$ cat src/rtl/l2_cache_ctrl_nway_pkg.sv
// Package: l2_cache_ctrl_nway_pkg
// Purpose: shared types and constants for the N-way L2 cache controller.
//   l2_state_t         controller FSM states (SWEEP is the reset state)
//   DATA_SRC_*         data_src encodings for the data-array write mux
//   ADDR_SEL_*         pmem_addr_sel encodings for the pmem address mux
//   is_busy_state()    true for every state except IDLE
package l2_cache_ctrl_nway_pkg;

  typedef enum logic [2:0] {
    SWEEP     = 3'd0,
    IDLE      = 3'd1,
    LOOKUP    = 3'd2,
    WRITEBACK = 3'd3,
    ALLOCATE  = 3'd4
  } l2_state_t;

  localparam logic DATA_SRC_CPU    = 1'b0;
  localparam logic DATA_SRC_PMEM   = 1'b1;
  localparam logic ADDR_SEL_REQ    = 1'b0;
  localparam logic ADDR_SEL_VICTIM = 1'b1;

  function automatic logic is_busy_state(l2_state_t s);
    return (s != IDLE);
  endfunction

endpackage

$ cat src/rtl/l2_cache_ctrl_nway_if.sv
// Interface: l2_cache_ctrl_nway_if
// Purpose: groups the upstream request handshake and the pmem handshake
// of the L2 controller.
//   mem_read / mem_write  upstream request, held until mem_resp
//   set_idx               set index of the current request
//   mem_resp              request done, 1-cycle pulse
//   pmem_read/pmem_write  line fill / line writeback request
//   pmem_addr_sel         0: request tag/index, 1: victim tag/index
//   pmem_resp             pmem transfer complete, 1-cycle pulse
// Modports:
//   master  the environment side (arbiter + physical memory)
//   slave   the controller side
interface l2_cache_ctrl_nway_if #(
  parameter int SET_BITS = 4
);

  logic                mem_read;
  logic                mem_write;
  logic [SET_BITS-1:0] set_idx;
  logic                mem_resp;
  logic                pmem_read;
  logic                pmem_write;
  logic                pmem_addr_sel;
  logic                pmem_resp;

  modport master (
    output mem_read, mem_write, set_idx, pmem_resp,
    input  mem_resp, pmem_read, pmem_write, pmem_addr_sel
  );

  modport slave (
    input  mem_read, mem_write, set_idx, pmem_resp,
    output mem_resp, pmem_read, pmem_write, pmem_addr_sel
  );

endinterface

$ cat src/rtl/l2_cache_ctrl_nway_plru.sv
// Module: l2_cache_ctrl_nway_plru
// Purpose: combinational tree-PLRU helper for one set.
//   bits       in   WAYS-1     current PLRU tree bits (heap order, node 0 = root)
//   way        in   WAY_BITS   way that was just accessed
//   victim     out  WAY_BITS   way the tree currently points at
//   bits_next  out  WAYS-1     tree bits after an access to 'way'
// A node bit of 0 steers the victim search towards the lower-index half,
// 1 towards the upper half. An access flips every node on its path to point
// away from the accessed way.
module l2_cache_ctrl_nway_plru #(
  parameter int WAYS = 4,
  localparam int WAY_BITS  = $clog2(WAYS),
  localparam int PLRU_BITS = WAYS - 1
) (
  input  logic [PLRU_BITS-1:0] bits,
  input  logic [WAY_BITS-1:0]  way,
  output logic [WAY_BITS-1:0]  victim,
  output logic [PLRU_BITS-1:0] bits_next
);

  // Walk root to leaf following the stored bits; the path spells the victim
  // index MSB first. Node numbers never exceed WAYS-2, so WAY_BITS is enough;
  // the value computed after the last level is never used.
  always_comb begin
    logic [WAY_BITS-1:0] node;
    victim = '0;
    node   = '0;
    for (int l = 0; l < WAY_BITS; l++) begin
      victim[WAY_BITS-1-l] = bits[node];
      node = (node << 1) + WAY_BITS'(1) + WAY_BITS'(bits[node]);
    end
  end

  // Walk the path of the accessed way and point each node at the other half.
  always_comb begin
    logic [WAY_BITS-1:0] node;
    logic                dir;
    bits_next = bits;
    node      = '0;
    for (int l = 0; l < WAY_BITS; l++) begin
      dir             = way[WAY_BITS-1-l];
      bits_next[node] = ~dir;
      node = (node << 1) + WAY_BITS'(1) + WAY_BITS'(dir);
    end
  end

endmodule

$ cat src/rtl/l2_cache_ctrl_nway.sv
// Module: l2_cache_ctrl_nway
// Purpose: N-way write-back / write-allocate L2 cache control FSM. Drives the
// tag/valid/dirty/data array enables of the datapath and the pmem handshake,
// with per-set tree-PLRU replacement, invalid-first victim choice and a
// post-reset sweep that clears the valid bits of every set.
// Ports:
//   clk, rst_n   clock, asynchronous active-low reset
//   bus          request + pmem handshake (slave modport)
//   hit_vec      per-way tag match AND valid
//   valid_vec    valid bits of set_idx
//   dirty_vec    dirty bits of set_idx
//   array_idx    index to all arrays (sweep counter during SWEEP)
//   load_tag     one-hot tag-array write enable
//   load_valid   valid-array write enable, valid_in its data
//   load_dirty   dirty-array write enable, dirty_in its data
//   data_we      one-hot data-array write enable
//   data_src     0: CPU write data, 1: pmem fill line
//   busy         high in every state except IDLE
module l2_cache_ctrl_nway
  import l2_cache_ctrl_nway_pkg::*;
#(
  parameter int WAYS     = 4,
  parameter int SET_BITS = 4
) (
  input  logic                clk,
  input  logic                rst_n,
  l2_cache_ctrl_nway_if.slave bus,
  input  logic [WAYS-1:0]     hit_vec,
  input  logic [WAYS-1:0]     valid_vec,
  input  logic [WAYS-1:0]     dirty_vec,
  output logic [SET_BITS-1:0] array_idx,
  output logic [WAYS-1:0]     load_tag,
  output logic [WAYS-1:0]     load_valid,
  output logic                valid_in,
  output logic [WAYS-1:0]     load_dirty,
  output logic                dirty_in,
  output logic [WAYS-1:0]     data_we,
  output logic                data_src,
  output logic                busy
);

  localparam int NUM_SETS  = 2 ** SET_BITS;
  localparam int WAY_BITS  = $clog2(WAYS);
  localparam int PLRU_BITS = WAYS - 1;

  l2_state_t            state;
  logic [SET_BITS-1:0]  sweep_cnt;
  logic [WAY_BITS-1:0]  victim;
  logic [PLRU_BITS-1:0] plru [NUM_SETS];

  logic                 is_hit;
  logic                 is_write;
  logic [WAY_BITS-1:0]  hit_way;
  logic                 any_invalid;
  logic [WAY_BITS-1:0]  invalid_way;
  logic [PLRU_BITS-1:0] plru_cur;
  logic [PLRU_BITS-1:0] plru_next;
  logic [WAY_BITS-1:0]  plru_victim;
  logic [WAY_BITS-1:0]  miss_victim;
  logic [WAYS-1:0]      victim_oh;

  logic mem_resp;
  logic pmem_read;
  logic pmem_write;
  logic pmem_addr_sel;

  assign is_hit      = |hit_vec;
  assign is_write    = bus.mem_write;
  assign any_invalid = ~&valid_vec;
  assign plru_cur    = plru[bus.set_idx];
  assign miss_victim = any_invalid ? invalid_way : plru_victim;
  assign victim_oh   = {{(WAYS-1){1'b0}}, 1'b1} << victim;

  // Lowest-index matching way; the datapath guarantees at most one hit.
  always_comb begin
    hit_way = '0;
    for (int w = WAYS - 1; w >= 0; w--) begin
      if (hit_vec[w]) hit_way = WAY_BITS'(w);
    end
  end

  // Lowest-index invalid way, preferred over the PLRU choice on a miss.
  always_comb begin
    invalid_way = '0;
    for (int w = WAYS - 1; w >= 0; w--) begin
      if (!valid_vec[w]) invalid_way = WAY_BITS'(w);
    end
  end

  l2_cache_ctrl_nway_plru #(
    .WAYS (WAYS)
  ) u_plru (
    .bits      (plru_cur),
    .way       (hit_way),
    .victim    (plru_victim),
    .bits_next (plru_next)
  );

  // State, sweep counter, victim register and PLRU array. The victim is
  // captured once in LOOKUP so that WRITEBACK and ALLOCATE act on the same
  // way regardless of what the datapath presents meanwhile. PLRU only moves
  // on hits; a fill is followed by a re-lookup that hits and updates it.
  always_ff @(posedge clk or negedge rst_n) begin
    if (!rst_n) begin
      state     <= SWEEP;
      sweep_cnt <= '0;
      victim    <= '0;
      for (int s = 0; s < NUM_SETS; s++) begin
        plru[s] <= '0;
      end
    end else begin
      case (state)
        SWEEP: begin
          sweep_cnt <= sweep_cnt + 1'b1;
          if (&sweep_cnt) state <= IDLE;
        end
        IDLE: begin
          if (bus.mem_read || bus.mem_write) state <= LOOKUP;
        end
        LOOKUP: begin
          if (is_hit) begin
            plru[bus.set_idx] <= plru_next;
            state             <= IDLE;
          end else begin
            victim <= miss_victim;
            state  <= dirty_vec[miss_victim] ? WRITEBACK : ALLOCATE;
          end
        end
        WRITEBACK: begin
          if (bus.pmem_resp) state <= ALLOCATE;
        end
        ALLOCATE: begin
          if (bus.pmem_resp) state <= LOOKUP;
        end
        default: state <= SWEEP;
      endcase
    end
  end

  // Output decode. Hit and fill enables depend on same-cycle datapath and
  // pmem inputs, so they are decoded combinationally from the state. While
  // rst_n is low every output is forced to 0 so pmem requests drop at once.
  always_comb begin
    mem_resp      = 1'b0;
    pmem_read     = 1'b0;
    pmem_write    = 1'b0;
    pmem_addr_sel = ADDR_SEL_REQ;
    array_idx     = bus.set_idx;
    load_tag      = '0;
    load_valid    = '0;
    valid_in      = 1'b0;
    load_dirty    = '0;
    dirty_in      = 1'b0;
    data_we       = '0;
    data_src      = DATA_SRC_CPU;
    busy          = is_busy_state(state);
    if (!rst_n) begin
      array_idx = '0;
      busy      = 1'b0;
    end else begin
      case (state)
        SWEEP: begin
          array_idx  = sweep_cnt;
          load_valid = '1;
          valid_in   = 1'b0;
        end
        LOOKUP: begin
          if (is_hit) begin
            mem_resp = 1'b1;
            if (is_write) begin
              data_we    = hit_vec;
              data_src   = DATA_SRC_CPU;
              load_dirty = hit_vec;
              dirty_in   = 1'b1;
            end
          end
        end
        WRITEBACK: begin
          pmem_write    = 1'b1;
          pmem_addr_sel = ADDR_SEL_VICTIM;
        end
        ALLOCATE: begin
          pmem_read     = 1'b1;
          pmem_addr_sel = ADDR_SEL_REQ;
          if (bus.pmem_resp) begin
            load_tag   = victim_oh;
            load_valid = victim_oh;
            valid_in   = 1'b1;
            load_dirty = victim_oh;
            dirty_in   = 1'b0;
            data_we    = victim_oh;
            data_src   = DATA_SRC_PMEM;
          end
        end
        default: ;
      endcase
    end
  end

  assign bus.mem_resp      = mem_resp;
  assign bus.pmem_read     = pmem_read;
  assign bus.pmem_write    = pmem_write;
  assign bus.pmem_addr_sel = pmem_addr_sel;

endmodule
$ cat src/flat_wrapper.sv
// flat-port wrapper written by rule: the top's interface ports become plain ports
module l2_cache_ctrl_nway_flat import l2_cache_ctrl_nway_pkg::*;
#(
  parameter int WAYS     = 4,
  parameter int SET_BITS = 4
)
  (clk, rst_n, hit_vec, valid_vec, dirty_vec, array_idx, load_tag, load_valid, valid_in, load_dirty, dirty_in, data_we, data_src, busy, bus_mem_read, bus_mem_write, bus_set_idx, bus_pmem_resp, bus_mem_resp, bus_pmem_read, bus_pmem_write, bus_pmem_addr_sel);
  l2_cache_ctrl_nway_if #(.SET_BITS(SET_BITS)) bus_i ();
  input  logic clk;
  input  logic rst_n;
  input  logic [WAYS-1:0] hit_vec;
  input  logic [WAYS-1:0] valid_vec;
  input  logic [WAYS-1:0] dirty_vec;
  output logic [SET_BITS-1:0] array_idx;
  output logic [WAYS-1:0] load_tag;
  output logic [WAYS-1:0] load_valid;
  output logic valid_in;
  output logic [WAYS-1:0] load_dirty;
  output logic dirty_in;
  output logic [WAYS-1:0] data_we;
  output logic data_src;
  output logic busy;
  input wire logic [$bits(bus_i.mem_read)-1:0] bus_mem_read;
  input wire logic [$bits(bus_i.mem_write)-1:0] bus_mem_write;
  input wire logic [$bits(bus_i.set_idx)-1:0] bus_set_idx;
  input wire logic [$bits(bus_i.pmem_resp)-1:0] bus_pmem_resp;
  output wire logic [$bits(bus_i.mem_resp)-1:0] bus_mem_resp;
  output wire logic [$bits(bus_i.pmem_read)-1:0] bus_pmem_read;
  output wire logic [$bits(bus_i.pmem_write)-1:0] bus_pmem_write;
  output wire logic [$bits(bus_i.pmem_addr_sel)-1:0] bus_pmem_addr_sel;
  assign bus_i.mem_read = bus_mem_read;
  assign bus_i.mem_write = bus_mem_write;
  assign bus_i.set_idx = bus_set_idx;
  assign bus_i.pmem_resp = bus_pmem_resp;
  assign bus_mem_resp = bus_i.mem_resp;
  assign bus_pmem_read = bus_i.pmem_read;
  assign bus_pmem_write = bus_i.pmem_write;
  assign bus_pmem_addr_sel = bus_i.pmem_addr_sel;
  l2_cache_ctrl_nway #(.WAYS(WAYS), .SET_BITS(SET_BITS)) u_core (.clk(clk), .rst_n(rst_n), .bus(bus_i), .hit_vec(hit_vec), .valid_vec(valid_vec), .dirty_vec(dirty_vec), .array_idx(array_idx), .load_tag(load_tag), .load_valid(load_valid), .valid_in(valid_in), .load_dirty(load_dirty), .dirty_in(dirty_in), .data_we(data_we), .data_src(data_src), .busy(busy));
endmodule
$ cat config.mk
export PLATFORM = sky130hd
export DESIGN_NAME = l2_cache_ctrl_nway_flat
export DESIGN_NICKNAME = d
export VERILOG_FILES = /design/src/rtl/l2_cache_ctrl_nway_pkg.sv /design/src/rtl/l2_cache_ctrl_nway_if.sv /design/src/rtl/l2_cache_ctrl_nway_plru.sv /design/src/rtl/l2_cache_ctrl_nway.sv /design/src/flat_wrapper.sv
export SDC_FILE = /design/constraint.sdc
export NUM_CORES = 1
export LEC_CHECK = 0
export CAP_MARGIN = 25
export CORE_ASPECT_RATIO = 0.6
export CORE_UTILIZATION = 40
export CTS_CLUSTER_DIAMETER = 200
export DETAILED_ROUTE_END_ITERATION = 7
export PLACE_DENSITY_LB_ADDON = 0.1
export SYNTH_ARGS = -nofsm -noshare
export SYNTH_HDL_FRONTEND = slang
export SYNTH_SLANG_ARGS = --single-unit
$ cat constraint.sdc
create_clock -name clk -period 2.8 [get_ports clk]
set_input_delay 0.7 -clock clk [delete_from_list [all_inputs] [get_ports clk]]
set_output_delay 0.7 -clock clk [all_outputs]
set_load 0.1 [all_outputs]
==> out/qor.yml, run 1 <==
critPathLaunch: "bus_mem_write"
grt_antenna_before_repair: 0
synth-edff-count: 0
path_class: "in -> out"
tns_ps: 0
worstMarginPinSlew_ps: 410
relSlewSlack: 0.727
worstPathMaxFanout: 4
netlist_instances: 346
wl_per_cell_um: 17.6
cts_hold_buf: 0
postSynthSeqShare: 0.443
maxCapViolations: 0
crit_path_max_incr_delay_ps: 540
ys_sh_aoi: 0.156
portBuffers: 48
synth.cellmix.adderShare: 0.00389
timing.fmax_ghz: 0.365
syn_area_um2: 3220
htree_levels: 3
yosys-stat-area_um2: 3220
synth_area_leader_cell: "dfrtp_1"
grt_max_degree: 25
maxUsedRoutingLayer: "met4"
cp-endpoint: "data_we[2]"
synthToLayoutAreaGrowth_pct: 49.8
min-delay-path-class: "in -> async"
viasPerCell: 5.36
ant_nets: 0
rows: 24
r2r_cells: 8
rsz0062_at_grt: "no"
gp_congestion: 0.978
simple_gate_share: 0.224
die_h_um: 71.5
drt_iter0_drc: 276
cp.arrival_ps: 2040
ir_drop_v: 0.000650
top_logic_kind: "simple AND/OR/NAND/NOR gates"
avgSynthCellArea_um2: 9.30
wl_met3_um: 639
topCellsByArea: "dfrtp_1 44%, nor2_1 6.5%, a21oi_1 6.2%"
dp_slack_ps: -421
worstPathCellList: "clkdlybuf4s50_1 > and2_1 > nand2_1 > a21oi_4 > buf_12"
die-area_um2: 8420
finalSetupViolations: 0
fp.dieW_um: 118
dp_cells: 526
status: "finished clean"
clockRootBuffer: "clkbuf_16"
start_kind: "input port"
reg2reg_from: "u_core.state[0]"
grt_pass1_vias: 2787
async_flop_share: 1.00
worstPathBufferInverterCount: 2
synth_cell_types: 50
numCtsBuffers: 9
syn_nets: 368
ys.flops: 57
power_density_nw_per_um2: 935
grt_util_all_layers: 0.248
r2r-end: "u_core.plru[1]"
period_used_share: 0.977
p_leak_uw: 0.00214
final_nets: 459
grt_first_pass_wirelength_um: 15600
cts_tree: "yes"
drc_errors: 0
wl_met2_um: 3860
ys_cells: 346
lay_top_cells: "57 x dfrtp_1, 51 x buf_4, 48 x nor2_1"
crit_family: "buffers and inverters"
clk_path_buf_depth: 2
place_hpwl_um: 7330
m1WireLength_um: 5000
synth_warnings: 0
io_pins: 49
yosys.area.top_type_share: 0.443
clk_pin_slew_ps: 50
regToRegSetupSlack_ps: 640
setup_slack_ps: 63.9
slew_violations: 0
stdcell_count: 544
route.vias.total: 2914
grt_overflow: 0
cp.depth: 5
routed_wirelength_um: 9600
fp_util: 0.428
drive_gt1_frac: 0.300
n_antenna_cell: 0
mux_share: 0.116
hold_viol_final: 0
xor_share: 0.0109
end_kind: "output port"
power_uw: 4510
openroad.warnings: 27
cts_sinks: 57
## run 1: stage by stage
step	hold WS (ps)	cell area [um^2]
2_1_floorplan	404	3350
3_3_place_gp	455	4470
3_5_place_dp	463	4470
4_1_cts	230	4800
5_1_grt	234	4820
6_report	234	4820
## run 1: cell usage after synthesis, drive strengths merged, types with 2 or more instances
master  number
a211o        2
a211oi       2
a21oi       40
a22oi        4
a31oi        2
and2         4
and3         5
buf         12
clkbuf      10
dfrtp       57
inv          3
mux2         5
mux2i        6
mux4        10
nand2       39
nand2b      10
nand3       10
nand3b       5
nand4        3
nor2        57
nor2b        9
nor3         4
nor3b        3
o21a         2
o21ai       22
o22ai        2
o31ai        2
xnor2        2
xor2         2
## run 1: metal layers
layer | track usage | vias up
met5 | 0 | -
met4 | 0.0556 | 0
met3 | 0.0661 | 11
met2 | 0.334 | 82
met1 | 0.388 | 1417
li1 | - | 1404
## run 1: cell type report
class                   instances  area (um^2)
well taps                     104          130
inverters                       3         11.3
multi-input cells             264         1760
flip-flops and latches         57         1430
clock inverters                 4         45.0
repair buffers                102         1210
fillers                       621         2690
clock buffers                  10          239
## run 1: flip-flops by register name (all words and copies together), names as in the netlist
register          flops
u_core.victim         2
u_core.sweep_cnt      4
u_core.state          3
u_core.plru          48
## run 1: power by group
group	total, uW	leakage [uW]	switching [uW]	internal (uW)
Sequential	1480	0.000734	289	1190
Combinational	1960	0.00126	1110	853
Clock	1060	0.000144	366	696
## run 1: repair_timing
item | in CTS | in global routing
pin swaps | 4 | 1
resized | 6 | 4
cloned | 1 | 0
setup buffers | 2 | 1
setup endpoints to repair | 21 | 11
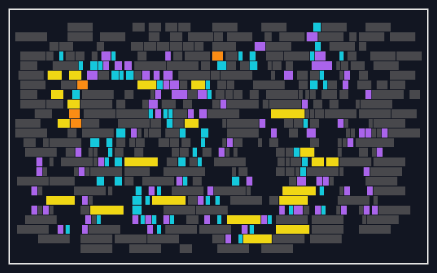
Figure 1: run 1, selected gate families.
colour	family	cells
cyan	NAND gates	67
purple	inverting AOI/OAI gates	77
yellow	multiplexers	21
orange	XOR/XNOR gates	4
Comb/total area: 0.365
Commonest Layout Cell: dfrtp_1

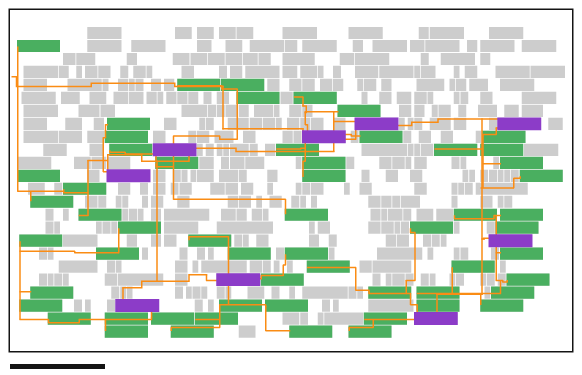
Figure 2: run 1, routed clock nets over the placement.
The bar under the picture is 20 um long.
[orange] clock wires | length: 866 um
[purple] cells driving clock nets | count: 9
[green] flip-flops | count: 57
routed clock nets	10
Worst-Skew Late Latency: 330 ps
clock skew: 8.41 ps

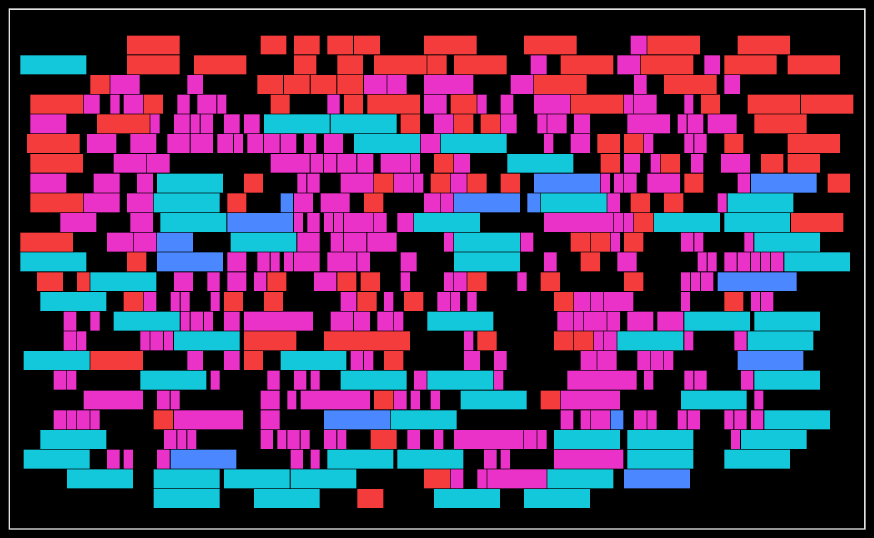
Figure 3: run 1, placement by cell class.
colour	class	cells	share of their area
cyan	flops	57	30%
blue	clock drivers and dummy loads	14	6.1%
magenta	all other logic	267	38%
red	other buffers and delay cells	102	26%
Final Util: 0.642
total core area: 7510 um^2
design area: 4820 um^2

==> run 2: changes to the inputs <==
- CTS_BUF_LIST: not set -> sky130_fd_sc_hd__clkbuf_8
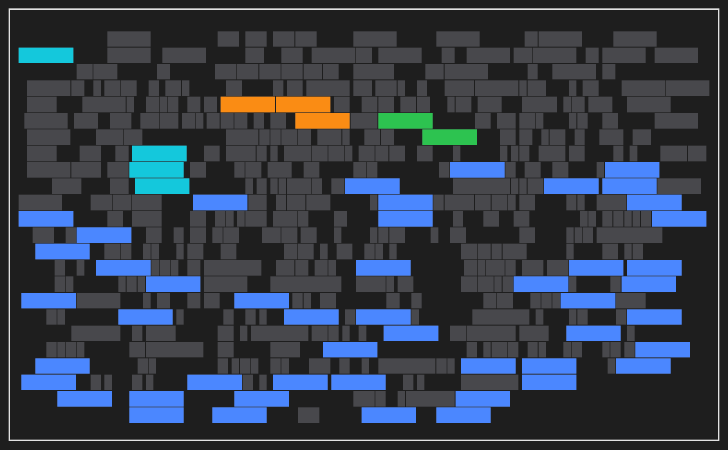
Figure 4: run 2, sequential cells grouped by signal name.
Other cells in grey.
colour	netlist name	flops
green	`u_core.victim`	2
cyan	`u_core.sweep_cnt`	4
blue	`u_core.plru`	48
orange	`u_core.state`	3
fraction of area in registers: 0.302
Sequential Power: 1480 uW
register area: 1430 um^2

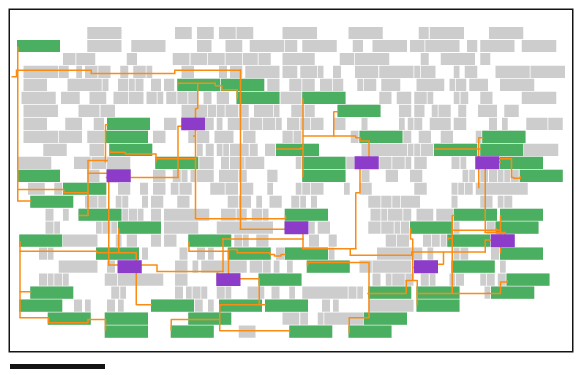
Figure 5: run 2, routed clock nets over the placement.
The bar under the picture is 20 um long.
[purple] cells driving clock nets | count: 9
[green] flip-flops | count: 57
[orange] clock wires | length: 841 um
routed clock nets	10
clock skew: 13.1 ps
P_clk: 742 uW
Worst-Skew Late Latency: 350 ps
Clk network pwr share: 0.177

==> run 2 against run 1 <==
Compared with the run above: clock skew up 4.7 ps; cell area decreased by 1.9%; clock power decreased by about 30%; final cell count unchanged; clock-buffer cell count is the same; combinational power about the same; sequential power about the same; critical path depth unchanged; flip-flop count did not move; largest cell class unchanged; non-clock buffer count stayed put; fmax fell by 0.29%; worst setup slack worse by 7.9 ps; critical path type unchanged.
==> out/qor.yml, run 2 <==
regToRegSetupSlack_ps: 630  # about the same
worstMarginPinSlew_ps: 404  # -5.51 ps
ys.flops: 57  # unchanged
regMostFlops: "u_core.plru"
viasPerCell: 5.36  # +0.10%
grt_antenna_before_repair: 0  # unchanged
grt_util_all_layers: 0.245  # -0.00272
postSynthSeqShare: 0.443  # unchanged
reg_top3: "u_core.plru x48, u_core.sweep_cnt x4, u_core.state x3"
pwr-share-seq: 0.354  # +0.025
fp_util: 0.428  # unchanged
maxCapViolations: 0  # unchanged
utilization: 0.630  # -0.0122
fp.dieW_um: 118  # unchanged
async_flop_share: 1.00  # unchanged
synth_cell_types: 50  # unchanged
place_hpwl_um: 7330  # unchanged
postCtsResizedCells: 7  # +1
m1WireLength_um: 4990  # about the same
route.vias.total: 2917  # +0.10%
fillCellCount: 627  # +0.97%
status: "finished clean"
start_kind: "input port"
worstPathMaxFanout: 4  # unchanged
dp_cells: 526  # unchanged
ant_nets: 0  # unchanged
cts_sinks: 57  # unchanged
drt_iter0_drc: 293  # +6.2%
drc_errors: 0  # unchanged
cp.arrival_ps: 2040  # about the same
power_density_nw_per_um2: 886  # -5.3%
critPathLaunch: "bus_mem_write"
ir_drop_v: 0.000631  # -3.0%
final_nets: 459  # unchanged
power_uw: 4190  # -7.1%
period_used_share: 0.980  # +0.00283
top_cell: "dfrtp_1"
lay_top_count: "dfrtp_1"
lay_top_cells: "57 x dfrtp_1, 51 x buf_4, 48 x nor2_1"
openroad.warnings: 27  # unchanged
yosys-stat-area_um2: 3220  # unchanged
hold_viol_final: 0  # unchanged
whs_ps: 217  # -16.8 ps
maxUsedRoutingLayer: "met4"
drive_gt1_frac: 0.302  # +0.00227
clockRootBuffer: "clkbuf_8"
fp.coreArea_um2: 7510  # unchanged
syn_nets: 368  # unchanged
clk_path_buf_depth: 2  # unchanged
postCtsSetupBuffers: 2  # unchanged
combPwrFrac: 0.469  # +0.034
setup_slack_ps: 55.9  # -7.93 ps
cp.required_ps: 2100
die-area_um2: 8420  # unchanged
wl_met2_um: 3950  # +2.4%
relSlewSlack: 0.729  # +0.00267
ys_cells: 346  # unchanged
internal_power_uw: 2470  # -10%
syn_area_um2: 3220  # unchanged
n_antenna_cell: 0  # unchanged
reg2reg_from: "u_core.plru[39]"
portBuffers: 48  # unchanged
wl_met3_um: 569  # -11%
htree_levels: 3  # unchanged
slew_violations: 0  # unchanged
path_class: "in -> out"
tns_ps: 0  # unchanged
io_pins: 49  # unchanged
numCtsBuffers: 9  # unchanged
netSwitchingFraction: 0.411  # +0.0195
grt_first_pass_wirelength_um: 15400  # -1.2%
die_h_um: 71.5  # unchanged
gp_congestion: 0.978  # unchanged
largest_reg_flops: 48  # unchanged
synthToLayoutAreaGrowth_pct: 47.0
switching_power_uw: 1720  # -2.4%
clk_pin_slew_ps: 70  # +20 ps
end_kind: "output port"
wl_per_cell_um: 17.6  # -0.29%
grt_overflow: 0  # unchanged
finalSetupViolations: 0  # unchanged
p_leak_uw: 0.00209  # -2.0%
routed_wirelength_um: 9570  # -0.29%
timing.fmax_ghz: 0.364  # -0.29%
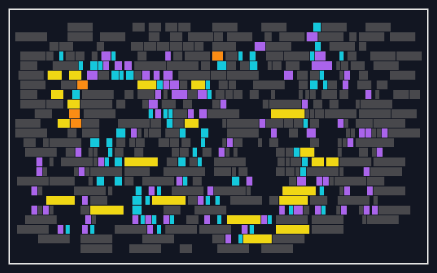
Figure 6: run 2, selected gate families.
colour	family	cells
orange	XOR/XNOR gates	4
purple	inverting AOI/OAI gates	77
cyan	NAND gates	67
yellow	multiplexers	21
Comb/total area: 0.374
Non-Filler Instances: 544

==> run 2: cell counts after synthesis <==
Identical to the previous run, type by type.
==> run 2: power by group through the flow <==
stage / Clock [uW] / Sequential, uW / Combinational, uW
after global routing: 801 / 1520 / 2120
after floorplan: 0 / 1340 / 1340
after global placement: 0 / 1470 / 1890
final: 742 / 1480 / 1960
after detailed placement: 0 / 1470 / 1950
after CTS: 762 / 1470 / 1950
==> run 2: logic make-up after synthesis <==
| family | count (synthesis) | synth area share |
|---|---|---|
| muxes | 21 | 0.116 |
| xor gates and xnor gates | 4 | 0.0109 |
| DFF | 57 | 0.443 |
| buffers and inverters | 25 | 0.0459 |
| adders and majority gates | 1 | 0.00389 |
| and+or+nand+nor | 152 | 0.224 |
| AOI/OAI and AO/OA | 86 | 0.156 |
==> run 2: worst paths after layout <==
path | end | depth (start not counted)
worst max-delay path | data_we[2] | 5
worst min-delay path | u_core.state[0] | 1
worst max register to register | u_core.victim[0] | 7
worst min register to register | u_core.plru[38] | 2
max in group asynchronous | u_core.plru[46] | 3
min in group clk | u_core.plru[38] | 2
==> run 2: layer usage <==
layer | vias up | GRT usage
met5 | - | 0
met4 | 0 | 0.0641
met3 | 6 | 0.0581
met2 | 93 | 0.332
met1 | 1412 | 0.384
li1 | 1406 | -
==> run 2: cell type report <==
type	instances	area [um^2]	share of cell area
Multi-Input combinational cell	264	1770	0.374
Sequential cell	57	1430	0.302
Timing Repair Buffer	102	1210	0.256
Clock buffer	10	138	0.0291
Tap cell	104	130	0.0275
Clock inverter	4	45.0	0.00953
Inverter	3	11.3	0.00238
==> run 2: critical path: stages <==
cell and delay, ps:
clkdlybuf4s50_1 540, and2_1 240, nand2_1 120, a21oi_4 240, buf_12 210
==> run 3: changes to the inputs <==
- SYNTH_HIERARCHICAL: not set -> 1
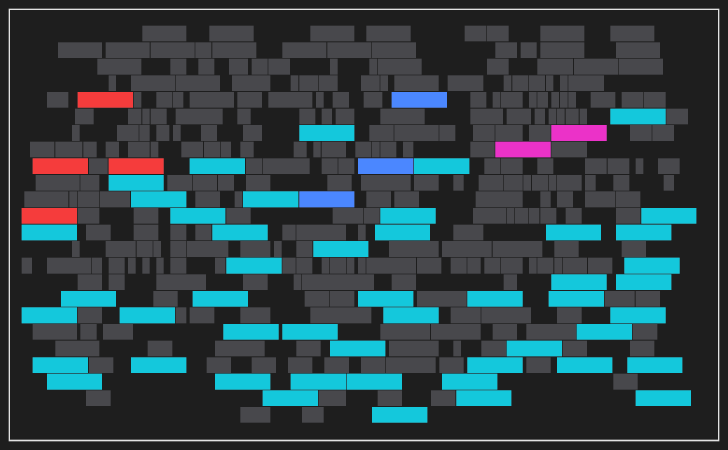
Figure 7: run 3, sequential cells grouped by signal name.
Other cells in grey.
colour	netlist name	flops
red	`u_core/sweep_cnt`	4
cyan	`u_core/plru`	48
blue	`u_core/state`	3
magenta	`u_core/victim`	2
Sequential Power: 1460 uW
Final Util: 0.620
fraction of area in registers: 0.310

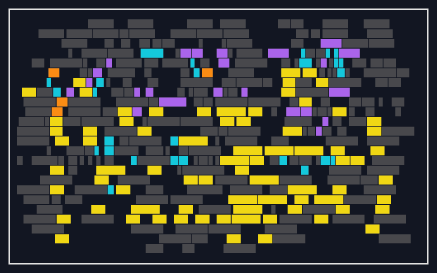
Figure 8: run 3, selected gate families.
colour	family	cells	most used
purple	inverting AOI/OAI gates	23	a21oi_1
cyan	NAND gates	26	nand2_1
yellow	multiplexers	75	mux2_2
orange	XOR/XNOR gates	4	xnor2_1
Non-Filler Instances: 443
Comb/total area: 0.376

==> run 3 against run 2 <==
Compared with the run above: worst hold slack gained 130 ps; highest routed layer unchanged; final cell count down 19%; wire length fell by 9.7%; via count shrank 19%; clock power shrank about 10%.
==> out/qor.yml, run 3 <==
cp.required_ps: 3040  # +940 ps
synth_warnings: 6
die_h_um: 70.5  # -1.4%
worstMarginPinSlew_ps: 436  # +31.8 ps
yosys-stat-area_um2: 3130  # -2.8%
avgSynthCellArea_um2: 12.1
internal_power_uw: 2490  # +0.93%
dp_cells: 423  # -20%
htree_levels: 3  # unchanged
drc_errors: 0  # unchanged
synth_area_leader_cell: "dfrtp_1"
ir_drop_v: 0.000788  # +25%
syn_nets: 280  # -24%
clk_path_buf_depth: 2  # unchanged
pwr-share-seq: 0.353  # about the same
gp_congestion: 0.812  # -17%
netlist_instances: 258
worstPathCellList: "buf_12 > buf_12 > mux4_2 > mux4_2 > mux2_4 > o21ai_2 > a21boi_2 > mux2_4 > o211ai_1"
slew_violations: 0  # unchanged
grt_max_degree: 34
postCtsResizedCells: 14  # +7
cp.arrival_ps: 3000  # +960 ps
p_leak_uw: 0.00202  # -3.5%
setup_slack_ps: 41.3  # -14.6 ps
wl_per_cell_um: 19.5  # +11%
openroad.warnings: 27  # unchanged
die-area_um2: 8190  # -2.7%
netSwitchingFraction: 0.398  # -0.0126
regToRegSetupSlack_ps: 270  # -360 ps
synthToLayoutAreaGrowth_pct: 47.0  # about the same
synth-edff-count: 0
mi_logic_area_um2: 1730  # -2.2%
status: "finished clean"
io_pins: 49  # unchanged
crit_path_max_incr_delay_ps: 520  # -20 ps
worstPathMaxFanout: 7  # +3
largest_reg_flops: 48  # unchanged
hold_viol_final: 0  # unchanged
place_hpwl_um: 6610  # -9.9%
grt_overflow: 0  # unchanged
path_class: "in -> reg"
power_uw: 4140  # -1.2%
grt_first_pass_wirelength_um: 13900  # -10%
start_kind: "input port"
worstPathBufferInverterCount: 2  # unchanged
cts_sinks: 57  # unchanged
fp_util: 0.422  # -0.00677
fp.coreArea_um2: 7420  # -1.2%
yosys.area.top_type_share: 0.456
lay_top_count: "dfrtp_1"
maxCapViolations: 0  # unchanged
postCtsSetupBuffers: 1  # -1
power_density_nw_per_um2: 901  # +1.6%
min-delay-path-class: "in -> async"
dp_slack_ps: -819
combPwrFrac: 0.486  # +0.017
grt_util_all_layers: 0.236  # -0.00869
whs_ps: 344  # +127 ps
worst_path_max_delay_cell: "mux4_2"
route.vias.total: 2377  # -19%
regMostFlops: "u_core/plru"
syn_area_um2: 3130  # -2.8%
fillCellCount: 594  # -5.3%
timing.fmax_ghz: 0.362  # -0.53%
dr.pass1.iters: 5
fp.dieW_um: 116  # -1.4%
period_used_share: 0.985  # +0.00522
drive_gt1_frac: 0.525  # +0.223
synth_cell_types: 39  # -22%
tns_ps: 0  # unchanged
ys_top_cells_by_count: "57 x dfrtp_1, 52 x mux2_2, 26 x nor2_1, 15 x mux4_2, 13 x a21oi_1"
rsz0062_at_grt: "no"
cts_hold_buf: 0
postSynthSeqShare: 0.456  # +0.0126
relSlewSlack: 0.709  # -0.0202
fin_crit_ps: 2760
grt_pass1_vias: 2400
drt_iter0_drc: 216  # -26%
cts_tree: "yes"
ant_nets: 0  # unchanged
n_antenna_cell: 0  # unchanged
rows: 24
top_cell: "dfrtp_1"
grt_antenna_before_repair: 0  # unchanged
end_kind: "register"
routed_wirelength_um: 8640  # -9.7%
portBuffers: 48  # unchanged
finalSetupViolations: 0  # unchanged
viasPerCell: 5.37  # about the same
regArea_um2: 1430  # unchanged
lay_top_cells: "57 x dfrtp_1, 51 x mux2_2, 33 x buf_4"
ys.flops: 57  # unchanged
switching_power_uw: 1650  # -4.2%
final_nets: 356  # -22%
skew_ps: 4.54  # -8.53 ps
dpl_cell_area_um2: 4300
crit_family: "multiplexers"
ys.flop_type: "dfrtp_1"
p_clk_frac: 0.161  # -0.016
clockRootBuffer: "clkbuf_8"
async_flop_share: 1.00  # unchanged
topCellsByArea: "dfrtp_1 46%, mux2_2 19%, mux4_2 11%"
reg_top3: "u_core/plru x48, u_core/sweep_cnt x4, u_core/state x3"
ys_cells: 258  # -25%
clk_pin_slew_ps: 60  # about the same
design_area_um2: 4600
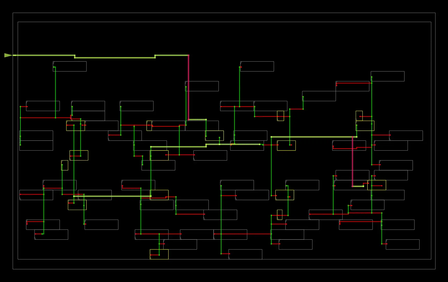
Figure 9: run 3, clock routing.
clkbuf count: 11
P_clk: 667 uW
CTS buffer count: 9
Worst-Skew Late Latency: 330 ps

-- run 3: netlist changes by cell type in the layout (fill, tap and decap cells not counted), moves of 18 or more --
| cell | delta |
|---|---|
| a21oi_1 | -31 |
| buf_4 | -18 |
| mux2_2 | +47 |
| nand2_1 | -29 |
| nor2_1 | -23 |
| o21ai_0 | -21 |
-- run 3: cells by family after synthesis --
kind of cell / synth area share
adder cells (fa/ha/maj): 0.00400
XOR/XNOR: 0.0112
AND-OR/OR-AND: 0.0448
AND/OR/NAND/NOR: 0.117
multiplexers: 0.322
buffers and inverters: 0.0448
flip-flops: 0.456
-- run 3: cell type report --
type,count,area share
timing repair buffer,85,0.241
clock buffer,11,0.0329
inverter,7,0.00572
tap,104,0.0283
clock inverter,5,0.00490
sequential,57,0.310
multi-input combinational,174,0.376
-- run 3: metal layers --
layer | global-route usage | up-vias | routed length [um] | part of all wire
met5 | 0 | - | 0 | 0
met3 | 0.0729 | 4 | 782 | 0.091
li1 | - | 1081 | - | -
met2 | 0.296 | 86 | 3390 | 0.39
met4 | 0.0556 | 0 | 31 | 0.0036
met1 | 0.384 | 1206 | 4430 | 0.51
-- run 3: final timing paths --
path                                startpoint                  end  cells after the start
max in group asynchronous                rst_n       u_core/plru[1]                      3
worst max-delay path            bus_set_idx[0]      u_core/state[1]                      9
min in group clk                u_core/plru[1]       u_core/plru[1]                      1
worst min register to register  u_core/plru[1]       u_core/plru[1]                      1
worst min-delay path                     rst_n  u_core/sweep_cnt[2]                      2
worst max register to register  u_core/plru[0]      u_core/state[1]                      7
-- run 3: power by group through the flow --
stage,clock (uW),combinational [uW],sequential (uW)
after global placement,0,1910,1470
after CTS,691,1980,1440
after floorplan,0,1410,1340
final,667,2010,1460
after global routing,728,2130,1500
after detailed placement,0,1960,1450
Power is estimated from default activity; no workload was simulated.
